`src/rtl/dwt97_pkg.sv`:
```
// Shared types for the DWT 9/7 line path: sample, {odd, even} pair and read-sequencer states.
package dwt97_pkg;

    localparam int unsigned CoeffWidth = 24;

    typedef logic signed [CoeffWidth-1:0] coeff_t;

    typedef struct packed {
        coeff_t odd;
        coeff_t even;
    } pair_t;

    typedef enum logic [2:0] {
        RD_IDLE,
        RD_PRE0,
        RD_PRE1,
        RD_BODY,
        RD_POST0,
        RD_POST1
    } rd_state_e;

endpackage

```
`src/rtl/sym_ext_bank.sv`:
```
// One line buffer: even/odd sample stores with full/length/sof flags.
// Single write port, combinational read of one even and one odd entry.
module sym_ext_bank
    import dwt97_pkg::*;
#(
    parameter int unsigned  DataWidth       = 24,
    parameter int unsigned  MaximumSideSize = 32,
    localparam int unsigned Depth           = MaximumSideSize / 2,
    localparam int unsigned AddrWidth       = (Depth > 1) ? $clog2(Depth) : 1,
    localparam int unsigned HalfWidth       = $clog2(Depth + 1)
) (
    input  logic                 clk_i,
    input  logic                 rst_ni,
    input  logic                 wr_en,
    input  logic                 wr_odd,
    input  logic [AddrWidth-1:0] wr_addr,
    input  logic [DataWidth-1:0] wr_data,
    input  logic                 commit,
    input  logic [HalfWidth-1:0] commit_half,
    input  logic                 commit_sof,
    input  logic                 clear,
    input  logic [AddrWidth-1:0] rd_even_addr,
    input  logic [AddrWidth-1:0] rd_odd_addr,
    output logic [DataWidth-1:0] rd_even_data_c,
    output logic [DataWidth-1:0] rd_odd_data_c,
    output logic                 full,
    output logic [HalfWidth-1:0] half,
    output logic                 sof
);

    logic [DataWidth-1:0] even_mem [Depth];
    logic [DataWidth-1:0] odd_mem  [Depth];

    // Sample stores carry no reset; a bank is only read while its full flag is set.
    always_ff @(posedge clk_i) begin
        if (wr_en) begin
            if (wr_odd) begin
                odd_mem[wr_addr] <= wr_data;
            end else begin
                even_mem[wr_addr] <= wr_data;
            end
        end
    end

    assign rd_even_data_c = even_mem[rd_even_addr];
    assign rd_odd_data_c  = odd_mem[rd_odd_addr];

    always_ff @(posedge clk_i or negedge rst_ni) begin
        if (!rst_ni) begin
            full <= 1'b0;
            half <= '0;
            sof  <= 1'b0;
        end else if (commit) begin
            full <= 1'b1;
            half <= commit_half;
            sof  <= commit_sof;
        end else if (clear) begin
            full <= 1'b0;
        end
    end

endmodule

```
`src/rtl/dwt_sym_ext_tx.sv`:
```
// Raster-to-pair line sequencer: ping-pong line buffers re-emitted as {odd, even}
// pairs with two mirrored pairs of whole-sample symmetric extension on each side.
module dwt_sym_ext_tx
    import dwt97_pkg::*;
#(
    parameter int unsigned DataWidth       = 24,
    parameter int unsigned MaximumSideSize = 32
) (
    input  logic                   clk_i,
    input  logic                   rst_ni,
    output logic                   s_ready_o,
    input  logic                   s_valid_i,
    input  logic                   s_sof_i,
    input  logic                   s_eol_i,
    input  logic [DataWidth-1:0]   s_data_i,
    input  logic                   m_ready_i,
    output logic                   m_valid_o,
    output logic                   m_sof_o,
    output logic                   m_eol_o,
    output logic [2*DataWidth-1:0] m_data_o,
    output logic                   err_o
);

    localparam int unsigned Depth     = MaximumSideSize / 2;
    localparam int unsigned AddrWidth = (Depth > 1) ? $clog2(Depth) : 1;
    localparam int unsigned HalfWidth = $clog2(Depth + 1);
    localparam int unsigned ColWidth  = $clog2(MaximumSideSize + 1);
    localparam int unsigned MinLen    = 6;

    // Bank-side signals
    logic [1:0]           wr_en;
    logic [1:0]           commit;
    logic [1:0]           clear;
    logic [1:0]           full;
    logic [1:0]           full_n;
    logic [1:0]           bank_sof;
    logic [HalfWidth-1:0] bank_half  [2];
    logic [DataWidth-1:0] even_rd    [2];
    logic [DataWidth-1:0] odd_rd     [2];
    logic [AddrWidth-1:0] rd_even_addr;
    logic [AddrWidth-1:0] rd_odd_addr;

    // Write side
    logic                wr_bank;
    logic                wr_bank_n;
    logic [ColWidth-1:0] col;
    logic [ColWidth-1:0] line_len;
    logic                sof_lat;
    logic                ready_q;
    logic                err_q;
    logic                accept;
    logic                col_in_range;
    logic                line_ok;
    logic                line_end;
    logic                line_commit;
    logic                first_sof;

    // Read side
    rd_state_e            st;
    rd_state_e            ld_state;
    logic                 rd_bank;
    logic                 ld_bank;
    logic [AddrWidth-1:0] k;
    logic [AddrWidth-1:0] ld_k;
    logic [HalfWidth-1:0] cur_half;
    logic [HalfWidth-1:0] ld_half;
    logic                 adv;
    logic                 load;
    logic                 free;
    logic                 m_valid_q;
    logic                 m_sof_q;
    logic                 m_eol_q;
    logic [2*DataWidth-1:0] m_data_q;

    for (genvar b = 0; b < 2; b++) begin : g_bank
        sym_ext_bank #(
            .DataWidth      (DataWidth),
            .MaximumSideSize(MaximumSideSize)
        ) u_bank (
            .clk_i         (clk_i),
            .rst_ni        (rst_ni),
            .wr_en         (wr_en[b]),
            .wr_odd        (col[0]),
            .wr_addr       (AddrWidth'(col >> 1)),
            .wr_data       (s_data_i),
            .commit        (commit[b]),
            .commit_half   (HalfWidth'(line_len >> 1)),
            .commit_sof    (first_sof),
            .clear         (clear[b]),
            .rd_even_addr  (rd_even_addr),
            .rd_odd_addr   (rd_odd_addr),
            .rd_even_data_c(even_rd[b]),
            .rd_odd_data_c (odd_rd[b]),
            .full          (full[b]),
            .half          (bank_half[b]),
            .sof           (bank_sof[b])
        );
    end

    // Read sequencer next state: which beat (if any) goes into the output register.
    always_comb begin
        adv      = ~m_valid_q | m_ready_i;
        load     = 1'b0;
        free     = 1'b0;
        ld_state = st;
        ld_bank  = rd_bank;
        ld_k     = k;
        cur_half = bank_half[rd_bank];
        unique case (st)
            RD_IDLE: begin
                if (full[rd_bank]) begin
                    load     = 1'b1;
                    ld_state = RD_PRE0;
                end
            end
            RD_PRE0: begin
                if (adv) begin
                    load     = 1'b1;
                    ld_state = RD_PRE1;
                end
            end
            RD_PRE1: begin
                if (adv) begin
                    load     = 1'b1;
                    ld_state = RD_BODY;
                    ld_k     = '0;
                end
            end
            RD_BODY: begin
                if (adv) begin
                    load = 1'b1;
                    if (k == AddrWidth'(cur_half - HalfWidth'(1))) begin
                        ld_state = RD_POST0;
                    end else begin
                        ld_k = k + AddrWidth'(1);
                    end
                end
            end
            RD_POST0: begin
                if (adv) begin
                    load     = 1'b1;
                    ld_state = RD_POST1;
                end
            end
            RD_POST1: begin
                // Last beat of the line accepted: release the bank and chain straight
                // into the other one if it already holds a line.
                if (adv) begin
                    free    = 1'b1;
                    ld_bank = ~rd_bank;
                    if (full[~rd_bank]) begin
                        load     = 1'b1;
                        ld_state = RD_PRE0;
                    end else begin
                        ld_state = RD_IDLE;
                    end
                end
            end
            default: ld_state = RD_IDLE;
        endcase

        ld_half = bank_half[ld_bank];
        unique case (ld_state)
            RD_PRE0: begin
                rd_even_addr = AddrWidth'(2);
                rd_odd_addr  = AddrWidth'(1);
            end
            RD_PRE1: begin
                rd_even_addr = AddrWidth'(1);
                rd_odd_addr  = AddrWidth'(0);
            end
            RD_BODY: begin
                rd_even_addr = ld_k;
                rd_odd_addr  = ld_k;
            end
            RD_POST0: begin
                rd_even_addr = AddrWidth'(ld_half - HalfWidth'(1));
                rd_odd_addr  = AddrWidth'(ld_half - HalfWidth'(2));
            end
            RD_POST1: begin
                rd_even_addr = AddrWidth'(ld_half - HalfWidth'(2));
                rd_odd_addr  = AddrWidth'(ld_half - HalfWidth'(3));
            end
            default: begin
                rd_even_addr = '0;
                rd_odd_addr  = '0;
            end
        endcase
    end

    // Write-side decode: column position, line validation and bank flag next state.
    always_comb begin
        accept       = s_valid_i & ready_q;
        col_in_range = col < ColWidth'(MaximumSideSize);
        line_len     = col + ColWidth'(1);
        line_ok      = col_in_range && !line_len[0] && (line_len >= ColWidth'(MinLen));
        line_end     = accept & s_eol_i;
        line_commit  = line_end & line_ok;
        first_sof    = (col == '0) ? s_sof_i : sof_lat;
        wr_bank_n    = wr_bank ^ line_commit;
        for (int b = 0; b < 2; b++) begin
            wr_en[b]  = accept & col_in_range & (wr_bank == 1'(b));
            commit[b] = line_commit & (wr_bank == 1'(b));
            clear[b]  = free & (rd_bank == 1'(b));
            full_n[b] = (full[b] & ~clear[b]) | commit[b];
        end
    end

    always_ff @(posedge clk_i or negedge rst_ni) begin
        if (!rst_ni) begin
            wr_bank <= 1'b0;
            col     <= '0;
            sof_lat <= 1'b0;
            ready_q <= 1'b0;
            err_q   <= 1'b0;
        end else begin
            ready_q <= ~full_n[wr_bank_n];
            err_q   <= line_end & ~line_ok;
            wr_bank <= wr_bank_n;
            if (accept) begin
                if (col == '0) begin
                    sof_lat <= s_sof_i;
                end
                // Column saturates at the maximum; the line is then dropped at its eol.
                if (s_eol_i) begin
                    col <= '0;
                end else if (col_in_range) begin
                    col <= col + ColWidth'(1);
                end
            end
        end
    end

    always_ff @(posedge clk_i or negedge rst_ni) begin
        if (!rst_ni) begin
            st        <= RD_IDLE;
            rd_bank   <= 1'b0;
            k         <= '0;
            m_valid_q <= 1'b0;
            m_sof_q   <= 1'b0;
            m_eol_q   <= 1'b0;
            m_data_q  <= '0;
        end else if (adv) begin
            st        <= ld_state;
            rd_bank   <= ld_bank;
            k         <= ld_k;
            m_valid_q <= load;
            m_sof_q   <= load & (ld_state == RD_PRE0) & bank_sof[ld_bank];
            m_eol_q   <= load & (ld_state == RD_POST1);
            m_data_q  <= load ? {odd_rd[ld_bank], even_rd[ld_bank]} : '0;
        end
    end

    assign s_ready_o = ready_q;
    assign m_valid_o = m_valid_q;
    assign m_sof_o   = m_sof_q;
    assign m_eol_o   = m_eol_q;
    assign m_data_o  = m_data_q;
    assign err_o     = err_q;

endmodule
```
`config.mk`:
```
export PLATFORM = sky130hd
export DESIGN_NAME = dwt_sym_ext_tx
export DESIGN_NICKNAME = d
export VERILOG_FILES = /design/src/rtl/dwt97_pkg.sv /design/src/rtl/sym_ext_bank.sv /design/src/rtl/dwt_sym_ext_tx.sv
export SDC_FILE = /design/constraint.sdc
export NUM_CORES = 2
export LEC_CHECK = 0
export CAP_MARGIN = 10
export CELL_PAD_IN_SITES_DETAIL_PLACEMENT = 0
export CELL_PAD_IN_SITES_GLOBAL_PLACEMENT = 1
export CORE_MARGIN = 3
export CORE_UTILIZATION = 30
export DETAILED_ROUTE_END_ITERATION = 12
export PLACE_DENSITY_LB_ADDON = 0.1
export SLEW_MARGIN = 20
export SYNTH_ARGS = -nofsm -noshare
export SYNTH_HDL_FRONTEND = slang
export SYNTH_SLANG_ARGS = --single-unit
```
`constraint.sdc`:
```
create_clock -name clk_i -period 4.5 [get_ports clk_i]
set_clock_uncertainty 0.1 [all_clocks]
set_input_delay 0.45 -clock clk_i [delete_from_list [all_inputs] [get_ports clk_i]]
set_output_delay 0.45 -clock clk_i [all_outputs]
set_load 0.01 [all_outputs]
```
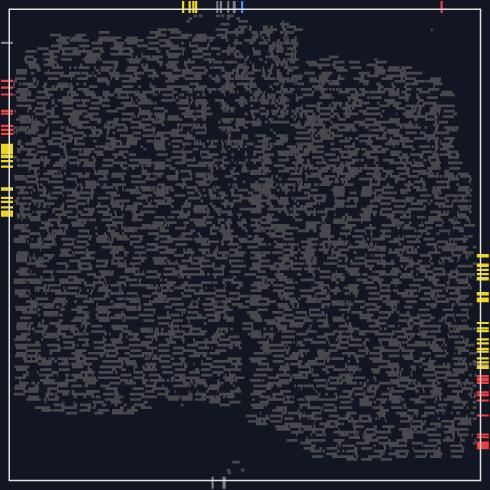
Figure 1: pin placement.
Scale: 1 px per um. Pins as bars across the die edge, other pins in grey.
legend:
  m_data_o:
    colour: yellow
    pins: 48
    direction: output
    edge: 24 east, 20 west, 4 north
  s_eol_i:
    colour: blue
    pins: 1
    direction: input
    edge: north
  s_data_i:
    colour: red
    pins: 24
    direction: input
    edge: 15 east, 8 west, 1 north
all pins by edge: 40 east, 29 west, 11 north, 3 south

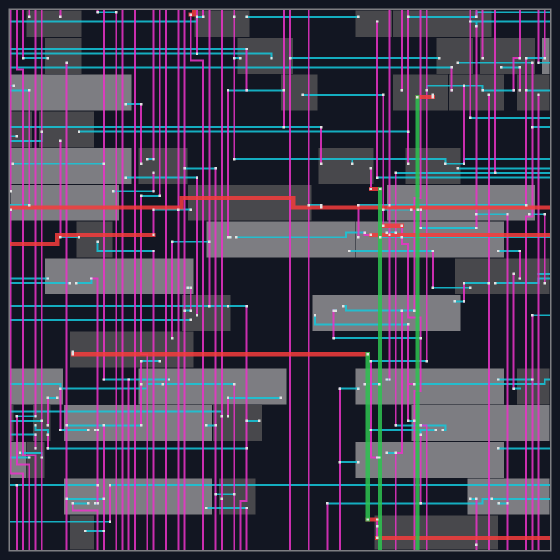
Figure 2: close-up of the layout.
Window x 215 to 255, y 215 to 255 um. Cells in grey, sequential cells in the stronger grey; small squares are vias.
legend:
  met1:
    colour: cyan
  met4:
    colour: green
  met2:
    colour: magenta
  met3:
    colour: red
most frequent: edfxtp_1 (15), nor2_4 (9), buf_4 (8)
netlist names of flops here include: g_bank.u_bank.odd_mem (8), g_bank.u_bank.even_mem (7)
sequential cells in the window: 15
cells with their middle in the window: 43

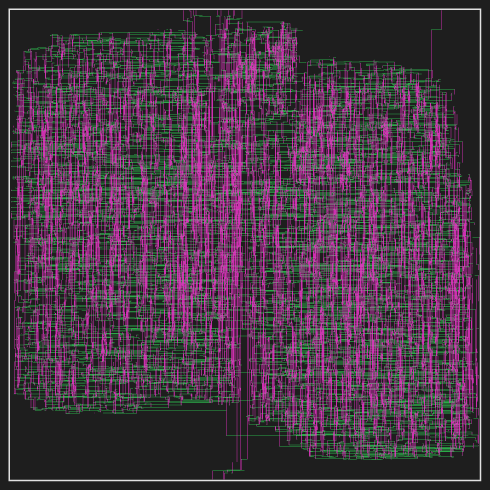
Figure 3: signal wires by layer.
Scale: 1 px per um. Only two layers are drawn.
legend:
  met1:
    colour: green
    wire_length: 99.1 mm
  met2:
    colour: magenta
    wire_length: 115 mm
count of vias placed by the detailed router: 39,815
wire per inst: 29.3 um
global-route total usage across every layer: 20.2%
detailed-route wire length: 229 mm

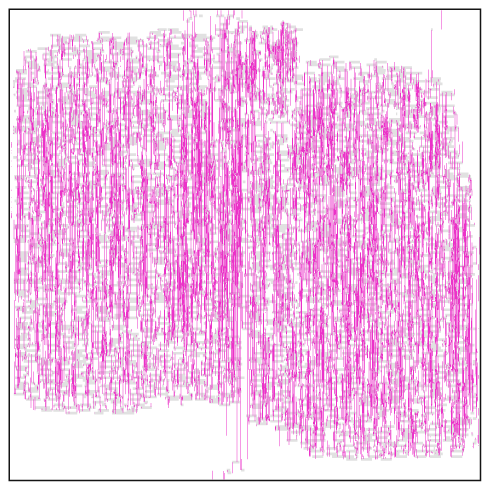
Figure 4: signal wires on met2.
Scale: 1 px per um. Cells faint in the background.
main direction: vertical
nets with wire on the layer: 3,827
share of all routed wire: 50%
wire length on this layer: 115 mm

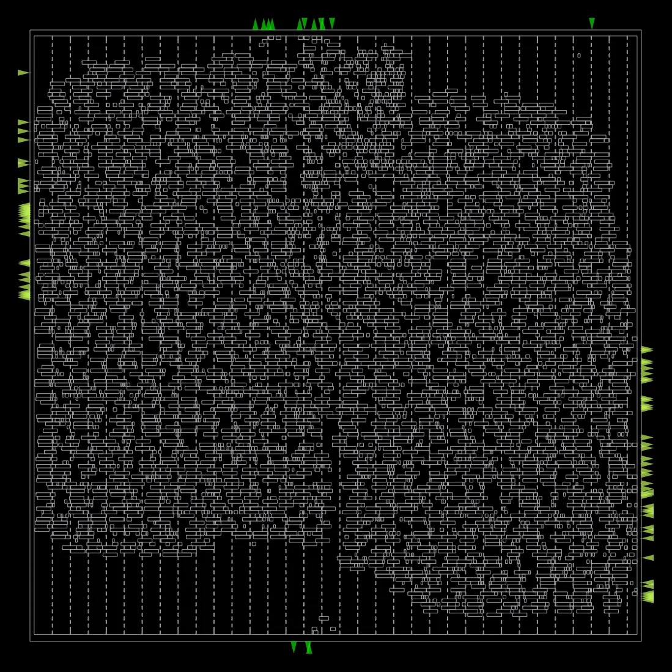
Figure 5: placed standard cells.
fraction of area in registers: 59.4%
final design utilization: 38.0%
core region area: 213,000 um^2
flip-flops: 1,617
tap cell count: 2,821

==> notes.md <==
Implementation results.

Clock network power for this build is 0.0145 W. The area growth from synthesis to layout is 25.6%. The proportion of register bits with asynchronous set or reset after synthesis is 5.01%. The number of distinct library cells after synthesis is 92. Yosys attributes the largest share of cell area to sky130_fd_sc_hd__edfxtp_1, sky130_fd_sc_hd__nand2_1, sky130_fd_sc_hd__dfrtp_1. Hold analysis lists the worst path endpoint as g_bank[1].u_bank.odd_mem[14][3]$_DFFE_PP_. CTS placed an instance of sky130_fd_sc_hd__clkbuf_16 at the clock tree root. Clock tree synthesis inserted a total of 185 buffers. The flow reports that combinational logic draws 45.7% of the design power.

For this run, combinational gates with multiple inputs come to 2,302. Entering global routing, the biggest net connects 65 pins. Summed over all sequential cells, the power is 0.0176 W. The startpoint-to-endpoint class of the critical path is flop to flop. The biggest area consumer among cell classes is sequential cells.

Max fanout on the critical path was recorded as 7. The flow ran to the end, and the final reports show no timing, DRC or antenna violations. Per the final timing report, the hold violations number 0.

The share of post-route cells with drive strength above 1 is 25.1%. The family with the most delay on the worst path is buffers and inverters. Per the detail_route report, DRC violations left total 0.

The area occupied by registers is 48,200 um^2. Counting instances, the worst hold path has a depth of 1. Of the synthesized area, sequential elements account for 74.6%. The number of buffers other than clock buffers in the final layout is 711.

The wire length of the first global-routing pass is 318 mm. The static leakage is 27.2 nW. The via count of the first global-routing pass came to 40,029. Counting both buffers and inverters, the worst setup path holds a total of 8. The register bit total from synthesis is 1,617. Measured on the final layout, buffering overhead outside the clock network stands at 8.85%. The initial antenna violation count is 11. For this run, the top clock speed supported by timing is 228 MHz. The endpoint arrival time on the critical path is 4930 ps. The dominant power group in this design is combinational cells.

From left edge to right edge, the die measures 470 um. The reported max-cap violation count is 0. The overflow left after global routing is 0. For met1 alone, demand over resource in global routing was 26.6%.

The synthesized instance count is 4,213. Note, the detailed placer reported a final HPWL of 136 mm.
-- metrics by stage --
| step | cells | utilization (%) | cell area (um^2) | setup slack (ps) | TNS [ps] |
|---|---|---|---|---|---|
| after global placement | 7404 | 34.5 | 73400 | -954 | -20990 |
| after CTS | 7777 | 37.5 | 79900 | 2.30 | 0 |
| after detailed placement | 7404 | 34.5 | 73400 | -962 | -21600 |
| after global routing | 7809 | 38.0 | 81000 | -14.4 | -37.4 |
| after floorplan | 4213 | - | 64500 | 443 | 0 |
| final | 7811 | 38.0 | 81000 | 113 | 0 |
-- repair_timing --
action                                  4_1_cts  5_1_grt
pin swaps                                    16       35
gates resized                                95      134
endpoints found under the setup margin       44       48
hold buffers                                  7        0
setup buffers                                19       20
hold endpoints to repair                     82        0
cloned                                        4       11
-- kinds of logic (layout without fill, tap and decap cells) --
kind of cell	after synthesis	count (layout)	synth area share [%]
DFF	1617	1617	74.6
other	0	3	0
adders and majority gates	12	12	0.233
and+or+nand+nor	1318	1320	9.33
muxes	281	281	5.47
xor gates and xnor gates	15	15	0.215
buffers and inverters	296	1068	2.07
AOI/OAI and AO/OA	674	674	8.05
-- worst max path at each step --
stage                             start                        to  slack, ps  cells past startpoint
global route        rd_bank$_DFFE_PN0N_  m_data_o[34]$_DFFE_PN0N_        -10                     19
finish              rd_bank$_DFFE_PN0N_  m_data_o[32]$_DFFE_PN0N_        110                     19
CTS                 rd_bank$_DFFE_PN0N_  m_data_o[41]$_DFFE_PN0N_          2                     20
floorplan             st[1]$_DFFE_PN0N_  m_data_o[31]$_DFFE_PN0N_        440                     17
global placement              m_ready_i  m_data_o[39]$_DFFE_PN0N_       -950                     21
detailed placement            m_ready_i  m_data_o[39]$_DFFE_PN0N_       -960                     21
Power is estimated from default activity; no workload was simulated.
